## src/rtl/serial_magnitude_compare_ctrl.sv

```systemverilog
// serial_magnitude_compare_ctrl: walks two operands one nibble per cycle, MSB first, stopping at the first difference.
// Define COMPARE_SIGNED_EN for two's-complement ordering (MSB flipped at capture); default build is unsigned.
module serial_magnitude_compare_ctrl #(
  parameter int NIBBLES = 4
) (
  input  logic                             clk,
  input  logic                             rst,
  input  logic                             start,
  input  logic [4*NIBBLES-1:0]             a_in,
  input  logic [4*NIBBLES-1:0]             b_in,
  output logic                             busy,
  output logic                             done,
  output logic                             less,
  output logic                             equal,
  output logic                             greater,
  output logic [$clog2(NIBBLES+1)-1:0]     nib_count
);
  localparam int W  = 4*NIBBLES;
  localparam int CW = $clog2(NIBBLES+1);
  typedef enum logic [1:0] {IDLE, CMP, DONE} state_t;
  state_t        r_state;
  logic [W-1:0]  r_a, r_b, w_a_cap, w_b_cap;
  logic [CW-1:0] r_idx;
  logic [3:0]    w_na, w_nb;
`ifdef COMPARE_SIGNED_EN
  // Flipping the sign bit maps two's-complement order onto unsigned order.
  assign w_a_cap = a_in ^ {1'b1, {(W-1){1'b0}}};
  assign w_b_cap = b_in ^ {1'b1, {(W-1){1'b0}}};
`else
  assign w_a_cap = a_in;
  assign w_b_cap = b_in;
`endif
  assign w_na = r_a[W-1 -: 4];
  assign w_nb = r_b[W-1 -: 4];
  always_ff @(posedge clk or posedge rst) begin
    if (rst) begin
      r_state   <= IDLE;
      r_a       <= '0;
      r_b       <= '0;
      r_idx     <= '0;
      busy      <= 1'b0;
      done      <= 1'b0;
      less      <= 1'b0;
      equal     <= 1'b0;
      greater   <= 1'b0;
      nib_count <= '0;
    end else begin
      case (r_state)
        IDLE: if (start) begin
          r_a     <= w_a_cap;
          r_b     <= w_b_cap;
          r_idx   <= CW'(NIBBLES-1);
          busy    <= 1'b1;
          r_state <= CMP;
        end
        CMP: if (w_na != w_nb) begin
          less      <= w_na < w_nb;
          greater   <= w_na > w_nb;
          equal     <= 1'b0;
          nib_count <= CW'(NIBBLES) - r_idx;
          done      <= 1'b1;
          r_state   <= DONE;
        end else if (r_idx == '0) begin
          less      <= 1'b0;
          greater   <= 1'b0;
          equal     <= 1'b1;
          nib_count <= CW'(NIBBLES);
          done      <= 1'b1;
          r_state   <= DONE;
        end else begin
          r_a   <= r_a << 4;
          r_b   <= r_b << 4;
          r_idx <= r_idx - 1'b1;
        end
        default: begin
          done    <= 1'b0;
          busy    <= 1'b0;
          r_state <= IDLE;
        end
      endcase
    end
  end
endmodule

```

## config.mk

```make
export PLATFORM = sky130hd
export DESIGN_NAME = serial_magnitude_compare_ctrl
export DESIGN_NICKNAME = d
export VERILOG_FILES = /design/src/rtl/serial_magnitude_compare_ctrl.sv
export SDC_FILE = /design/constraint.sdc
export NUM_CORES = 1
export LEC_CHECK = 0
export ABC_AREA = 1
export CAP_MARGIN = 10
export CORE_ASPECT_RATIO = 1.2
export CORE_UTILIZATION = 56
export DETAILED_ROUTE_END_ITERATION = 12
export PLACE_DENSITY = 0.85
export SYNTH_ARGS = -nofsm -noshare
export SYNTH_HDL_FRONTEND = slang
export SYNTH_SLANG_ARGS = --single-unit
```

## constraint.sdc

```tcl
create_clock -name clk -period 3.8 [get_ports clk]
set_input_delay 0.57 -clock clk [delete_from_list [all_inputs] [get_ports clk]]
set_output_delay 0.57 -clock clk [all_outputs]
set_load 0.02 [all_outputs]
```

==> qor.json, run 1 <==
{
  "clock_tree": {
    "ctsHtreeMaxLevel": 2,
    "tritoncts": "built",
    "cts_resized": 0,
    "ctsLongestPathBuffers": 2,
    "post-cts-setup-buffer-count": 0,
    "ctsHoldBuffers": 0,
    "clk_transition_reported_paths_ns": 0.08,
    "cts_inserted_buffers": 5,
    "cts_sinks": 45,
    "clock-root-buffer": "sky130_fd_sc_hd__clkbuf_8"
  },
  "finish": {
    "utilization_pct": 71.1,
    "antennaDiodeCount": 0,
    "drive_gt1_share_pct": 5.62,
    "filler_cell_count": 340,
    "area_growth_pct": 21.4,
    "finalNonFillerCells": 392,
    "dominant_logic_cell_types_in_the_final_layout": "sky130_fd_sc_hd__nand2_1, sky130_fd_sc_hd__dfrtp_1, sky130_fd_sc_hd__clkdlybuf4s50_1"
  },
  "min_path": {
    "hold_start": "r_b[2]",
    "hold_path_class": "flop to flop",
    "min_delay_worst_endpoint": "r_b[2]"
  },
  "setup_path": {
    "rrSetupSlack_ns": 1.97,
    "crit_type": "input pin to flop",
    "required_time_at_the_worst_slack_endpoint_ns": 3.99,
    "cp_data_arrival_time_ns": 2.13,
    "worstRegToRegCells": 7,
    "worstReg2RegStart": "r_state[1]"
  },
  "yosys": {
    "synthAdderAreaFrac_pct": 3.76,
    "synth_top_area_share_pct": 48.4,
    "synth.cellmix.simpleShare_pct": 38.4,
    "ys.flops": 45,
    "synthesis.area_um2": 2330,
    "synthAoiAreaFrac_pct": 2.10,
    "asyncSetResetFlopFracSynth_pct": 100,
    "ys_sh_xor_pct": 0.376,
    "ys_sh_mux_pct": 0,
    "yosys-stat-cells": 300,
    "seq_area_frac_synth_pct": 48.4,
    "ys_chip_area_um2": 2330,
    "yosys_warnings": 0,
    "floorplan.nets": 342
  },
  "flow_run": {
    "max-cap-violations": 0
  },
  "global_routing": {
    "grt_util_all_layers_pct": 26.1,
    "met2_routing_resource_usage_after_global_routing_pct": 45.1,
    "grt_max_degree": 46,
    "grt_pass1_vias": 2033,
    "use_met1_pct": 32.1,
    "global_route_wire_length_before_repair_um": 8500
  },
  "power": {
    "worst_supply_voltage_drop_on_vdd_v": 0.000441,
    "total_switching_power_uw": 946,
    "power.density_cell_area_nw_per_um2": 776,
    "proportion_of_total_power_due_to_net_switching_pct": 43.2,
    "pwr-share-seq_pct": 38.1,
    "p_leak_nw": 1.52,
    "pg_comb_mw": 1.06,
    "power.clock.fraction_pct": 13.6
  },
  "routing": {
    "first_pass_iters": 4,
    "vias": 2040,
    "drt_first_iter_violations": 69,
    "totalWireLength_um": 4850,
    "routed_wire_length_per_instance_um": 12.4
  },
  "sta": {
    "fin_worst_skew_ns": 0.00917,
    "finalCritPeriodShare_pct": 51.1,
    "period_minus_slack_ns": 1.94,
    "worstMarginPinSlew_ns": 0.566,
    "timing.slew.headroom_pct": 62.3,
    "finalSetupViolations": 0,
    "grt_setup_unrepaired": "false",
    "hold_viol": 0,
    "drv_slew": 0
  },
  "floorplan": {
    "core_area_um2": 3970,
    "rows": 25,
    "floorplanUtilization_pct": 58.6
  },
  "place": {
    "preCtsSetupSlack_ns": 1.55,
    "placement.cell_area_um2": 2740
  },
  "outcome": {
    "run_status": "complete, no violations"
  }
}
==> run 1: per-layer routing <==
metal / part of all wire [%] / wire [µm]
met1: 43 / 2110
met2: 50 / 2400
met4: 3.0 / 143
met3: 3.9 / 191
met5: 0 / 0
==> run 1: critical path, cell delays in order <==
cell and delay [ns]:
sky130_fd_sc_hd__clkdlybuf4s50_1 0.66, sky130_fd_sc_hd__nand3_4 0.35, sky130_fd_sc_hd__o21ai_1 0.22, sky130_fd_sc_hd__nand2_2 0.16, sky130_fd_sc_hd__nand2_1 0.10, sky130_fd_sc_hd__nand2_1 0.05
==> run 1: cells in the mapped netlist, types with 2 or more instances <==
master / n
sky130_fd_sc_hd__o21ai_1: 3
sky130_fd_sc_hd__a21oi_1: 2
sky130_fd_sc_hd__nand2_2: 3
sky130_fd_sc_hd__nor2_1: 3
sky130_fd_sc_hd__inv_1: 15
sky130_fd_sc_hd__dfrtp_1: 45
sky130_fd_sc_hd__ha_1: 7
sky130_fd_sc_hd__inv_2: 2
sky130_fd_sc_hd__buf_2: 7
sky130_fd_sc_hd__buf_4: 4
sky130_fd_sc_hd__nand2_1: 161
sky130_fd_sc_hd__nand4_1: 8
sky130_fd_sc_hd__nand3_1: 30
==> run 1: flip-flops by register name (all words and copies together) (netlist names) <==
name and count:
r_b 16, done 1, equal 1, greater 1, r_idx 3, less 1, r_a 16, busy 1
nib_count 3, r_state 2
==> run 1: final cells by class <==
type                       count  area, µm²  share of cell area [%]
clock buffer                   7       86.3                    3.06
inverter                      18       70.1                    2.48
multi-input combinational    224       1040                    36.8
sequential                    45       1130                    39.9
tap                           54       67.6                    2.39
timing repair buffer          44        435                    15.4
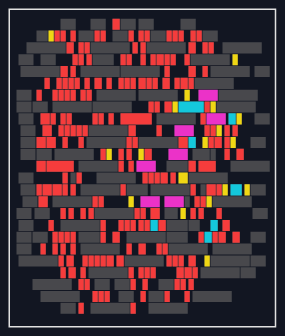
run_1/gates.png
[magenta] fa/ha/maj cells | cells: 7 | most used: ha_1
[red] nand cells | cells: 205 | most used: nand2_1
[yellow] inv cells | cells: 18 | most used: inv_1
[cyan] aoi and oai cells | cells: 7 | most used: o21ai_1

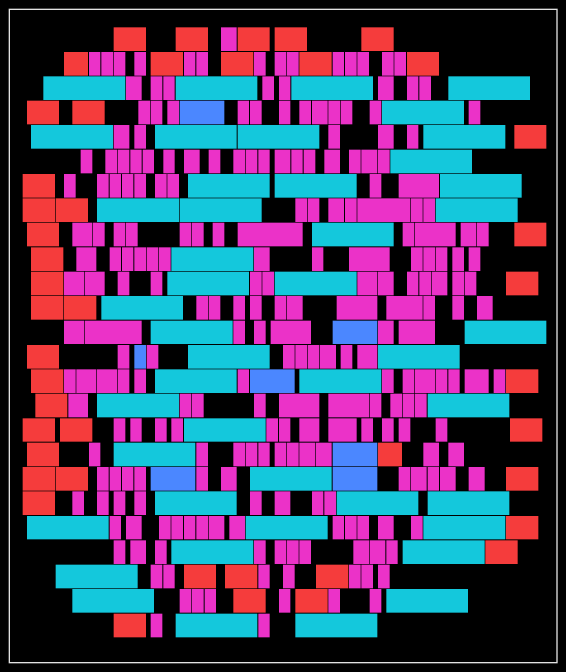
run_1/class_map.png
[cyan] registers | cells: 45 | share of their area: 41%
[blue] clock drivers and dummy loads | cells: 7 | share of their area: 3.1%
[magenta] remaining logic cells | cells: 242 | share of their area: 40%
[red] remaining buffers and delay cells | cells: 44 | share of their area: 16%

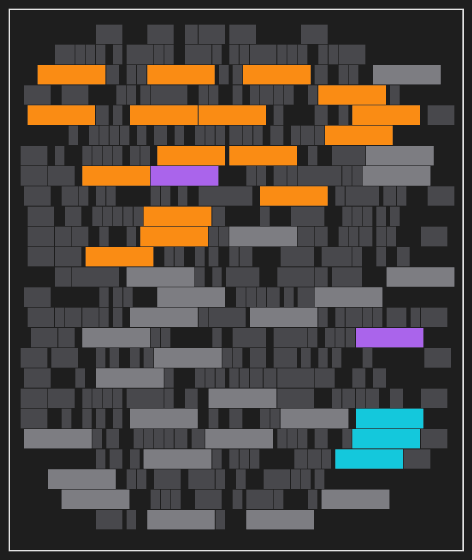
run_1/ff_map.png
[cyan] nib_count | sequential cells: 3
[orange] r_b | sequential cells: 16
[purple] r_state | sequential cells: 2

run_1/clock_wires.png
Bar = 20 µm.
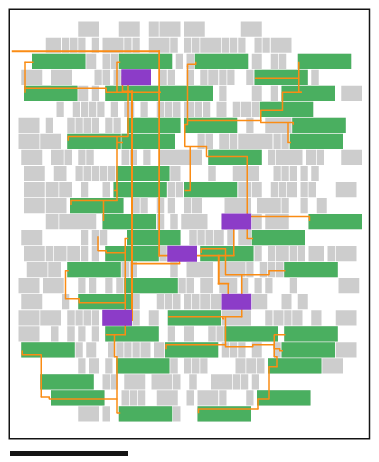

==> run 2: changes to the inputs <==
CORE_UTILIZATION = 52   (was 56)
PLACE_DENSITY = 0.79   (was 0.85)
clock period = 1.8 ns   (was 3.8 ns; I/O delays follow)
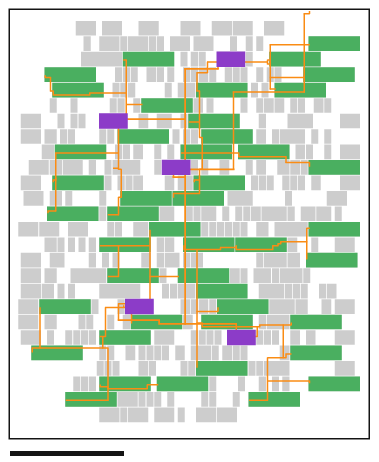
run_2/clock_wires.png
Bar = 20 µm.
[green] flip-flops | count: 45
[purple] clock-net drivers | count: 5
[orange] clock wires | length: 535 µm
routed clock nets: 6

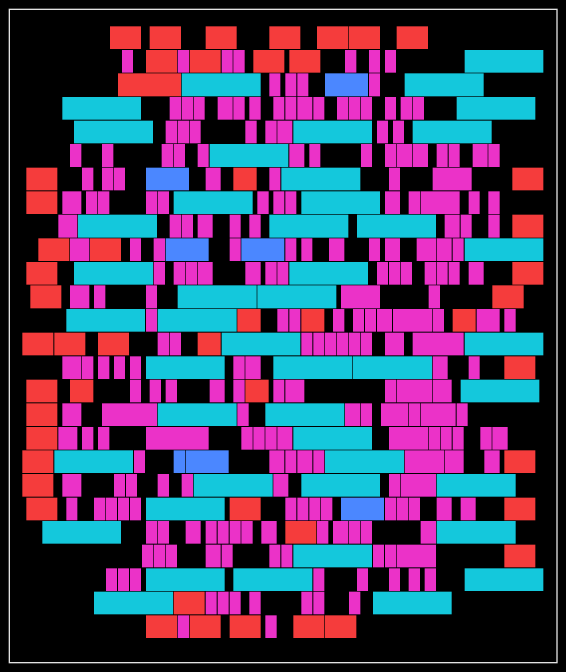
run_2/class_map.png
[magenta] remaining logic cells | cells: 243 | share of their area: 40%
[cyan] registers | cells: 45 | share of their area: 40%
[blue] clock drivers and dummy loads | cells: 7 | share of their area: 3.1%
[red] remaining buffers and delay cells | cells: 50 | share of their area: 17%

==> run 2 against run 1 <==
Effect of this change: first-iteration DRC count grew 22%; flip-flop count unchanged; critical path depth is 2 higher; utilization decreased by 3.1 points; final cell count is 2.3% higher; cell area rose by 2.6%; total power increased by 110%; area after synthesis did not move; via count down 1.1%; register-to-register slack got worse by 1.8 ns; count of clock-buffer cells in the layout unchanged; worst hold slack got worse by 0.18 ns.
==> qor.json, run 2 <==
{
  "flow_run": {
    "max-cap-violations": {"value": 0, "change": "unchanged"}
  },
  "outcome": {
    "run_status": "complete, no violations"
  },
  "clock_tree": {
    "cts_inserted_buffers": {"value": 5, "change": "unchanged"},
    "cts_sinks": {"value": 45, "change": "unchanged"},
    "tritoncts": "built",
    "clk_transition_reported_paths": {"value": 0.08, "unit": "ns", "change": "about the same"},
    "ctsLongestPathBuffers": {"value": 2, "change": "unchanged"},
    "clock-root-buffer": "sky130_fd_sc_hd__clkbuf_8"
  },
  "power": {
    "worst_supply_voltage_drop_on_vdd": {"value": 0.000812, "unit": "V", "change": "+84%"},
    "power.density_cell_area": {"value": 1620, "unit": "nW/µm²", "change": "+110%"},
    "p_leak": {"value": 1.55, "unit": "nW", "change": "+2.0%"}
  },
  "yosys": {
    "synthTopCellsByCount": "sky130_fd_sc_hd__nand2_1, sky130_fd_sc_hd__dfrtp_1, sky130_fd_sc_hd__nand3_1, sky130_fd_sc_hd__inv_1, sky130_fd_sc_hd__nand4_1",
    "yosys-stat-cells": {"value": 300, "change": "unchanged"},
    "synthesis.area": {"value": 2330, "unit": "µm²", "change": "unchanged"},
    "netlist.top_cell.by_instances": "sky130_fd_sc_hd__nand2_1",
    "ys.flops": {"value": 45, "change": "unchanged"},
    "seq_area_frac_synth": {"value": 48.4, "unit": "%", "change": "unchanged"},
    "yosys_warnings": {"value": 0, "change": "unchanged"},
    "floorplan.nets": {"value": 342, "change": "unchanged"},
    "synth_top_area_share": {"value": 48.4, "unit": "%", "change": "unchanged"},
    "asyncSetResetFlopFracSynth": {"value": 100, "unit": "%", "change": "unchanged"},
    "ys_chip_area": {"value": 2330, "unit": "µm²", "change": "unchanged"}
  },
  "finish": {
    "filler_cell_count": {"value": 351, "change": "+3.2%"},
    "area_growth_pct": 24.6,
    "layout_top_registers": "r_a (16), r_b (16)",
    "finalNonFillerCells": {"value": 401, "change": "+2.3%"},
    "antennaDiodeCount": {"value": 0, "change": "unchanged"},
    "drive_gt1_share": {"value": 7.83, "unit": "%", "change": "+2.2 points"},
    "utilization": {"value": 68.0, "unit": "%", "change": "-3.1 points"},
    "dominant_logic_cell_types_in_the_final_layout": "sky130_fd_sc_hd__nand2_1, sky130_fd_sc_hd__dfrtp_1, sky130_fd_sc_hd__clkdlybuf4s50_1"
  },
  "routing": {
    "drt_first_iter_violations": {"value": 84, "change": "+22%"},
    "totalWireLength": {"value": 4810, "unit": "µm", "change": "-0.83%"},
    "vias": {"value": 2017, "change": "-1.1%"},
    "first_pass_iters": {"value": 5, "change": "+1"},
    "routed_wire_length_per_instance": {"value": 12.0, "unit": "µm", "change": "-3.1%"}
  },
  "global_routing": {
    "global_route_wire_length_before_repair": {"value": 8520, "unit": "µm", "change": "+0.25%"},
    "grt_max_degree": {"value": 46, "change": "unchanged"},
    "grt_util_all_layers": {"value": 23.5, "unit": "%", "change": "-2.7 points"},
    "grt_pass1_vias": {"value": 1975, "change": "-2.9%"}
  },
  "sta": {
    "period_minus_slack_ns": 1.67,
    "worst_slack_ns": 0.133,
    "grt_setup_unrepaired": "false",
    "timing.slew.headroom": {"value": 77.0, "unit": "%", "change": "+15 points"},
    "drv_slew": {"value": 0, "change": "unchanged"},
    "finalSetupViolations": {"value": 0, "change": "unchanged"},
    "worstMarginPinSlew": {"value": 0.344, "unit": "ns", "change": "-0.222 ns"},
    "hold_viol": {"value": 0, "change": "unchanged"},
    "finalCritPeriodShare_pct": 92.6
  },
  "setup_path": {
    "family_with_the_most_delay_on_the_worst_path": "simple AND/OR/NAND/NOR gates",
    "cpMaxStageDelayCell": "sky130_fd_sc_hd__dfrtp_1",
    "crit_chain": "inv_1 -> ha_1 -> nand2_1 -> nor2_4 -> nand2_4 -> buf_4 -> nand3_1 -> nand2_1",
    "crit_type": "flop to flop",
    "cp_data_arrival_time": {"value": 1.86, "unit": "ns", "change": "-0.27 ns"},
    "worst_path_most_repeated_cell": "sky130_fd_sc_hd__nand2_1",
    "startpoint_kind_of_the_worst_setup_timing_path": "flop",
    "crit_path_max_incr_delay": {"value": 0.37, "unit": "ns", "change": "-0.29 ns"},
    "required_time_at_the_worst_slack_endpoint": {"value": 1.99, "unit": "ns", "change": "-2.00 ns"},
    "critical_path.n_buffers_inverters": {"value": 2, "change": "+1"}
  },
  "place": {
    "placement.cell_area": {"value": 2800, "unit": "µm²", "change": "+2.2%"},
    "preCtsSetupSlack": {"value": 0.0897, "unit": "ns", "change": "-1.46 ns"}
  },
  "min_path": {
    "hold_path_class": "input pin to asynchronous set/reset pin"
  },
  "floorplan": {
    "die_width_um": 63.1,
    "rows": {"value": 26, "change": "+4.0%"},
    "dieHeight_um": 75.3
  }
}
[run 2: cell counts after synthesis]
No cell type changed its count.
[run 2: cell families (layout without fill, tap and decap cells)]
kind of cell    after synthesis  in the layout  share of synthesized area [%]
flops                        45             45                           48.4
fa+ha+maj                     7              7                           3.76
xor+xnor                      1              1                          0.376
buf+inv                      31             75                           6.94
simple gates                209            210                           38.4
compound gates                7              7                           2.10
[run 2: power by group]
| part | total [mW] | switching [mW] | internal (mW) |
|---|---|---|---|
| sequential | 1.75 | 0.260 | 1.49 |
| clock | 0.634 | 0.330 | 0.305 |
| combinational | 2.31 | 1.42 | 0.891 |
| total | 4.70 | 2.01 | 2.69 |
[run 2: per-layer routing]
metal  wire, µm  vias to the layer above  share of wire [%]  GRT usage [%]
li1           -                     1030                  -              -
met1       2000                      928                 42           26.7
met2       2550                       55                 53           43.8
met3        218                        4                4.5           4.55
met4         44                        0               0.92           9.04
met5          0                        -                  0              0
[run 2: repair_timing]
action                                  in CTS  in global routing
setup buffers                                0                  0
endpoints found under the setup margin       0                 27
hold endpoints to repair                     0                  0
hold buffers                                 0                  0
gates resized                                0                  2
[run 2: worst paths after layout]
check / start / end / slack (ns) / depth (start not counted)
max in group asynchronous: rst / less / 1.28 / 3
min in group clk: r_b[2] / r_b[2] / 0.47 / 2
hold / removal: rst / r_a[1] / 0.30 / 3
hold reg to reg: r_b[2] / r_b[2] / 0.47 / 2
setup / recovery: r_a[12] / r_b[11] / 0.13 / 8
setup reg to reg: r_a[12] / r_b[11] / 0.13 / 8
[run 2: layout make-up]
class	instances	area, µm²	area share, %
repair buffers	50	493	17.0
clock buffers	7	86.3	2.98
well taps	56	70.1	2.42
inverters	18	70.1	2.42
multi-input cells	225	1050	36.3
flip-flops and latches	45	1130	38.8
Power figures rest on the tool's default switching activity, not on a simulated workload.
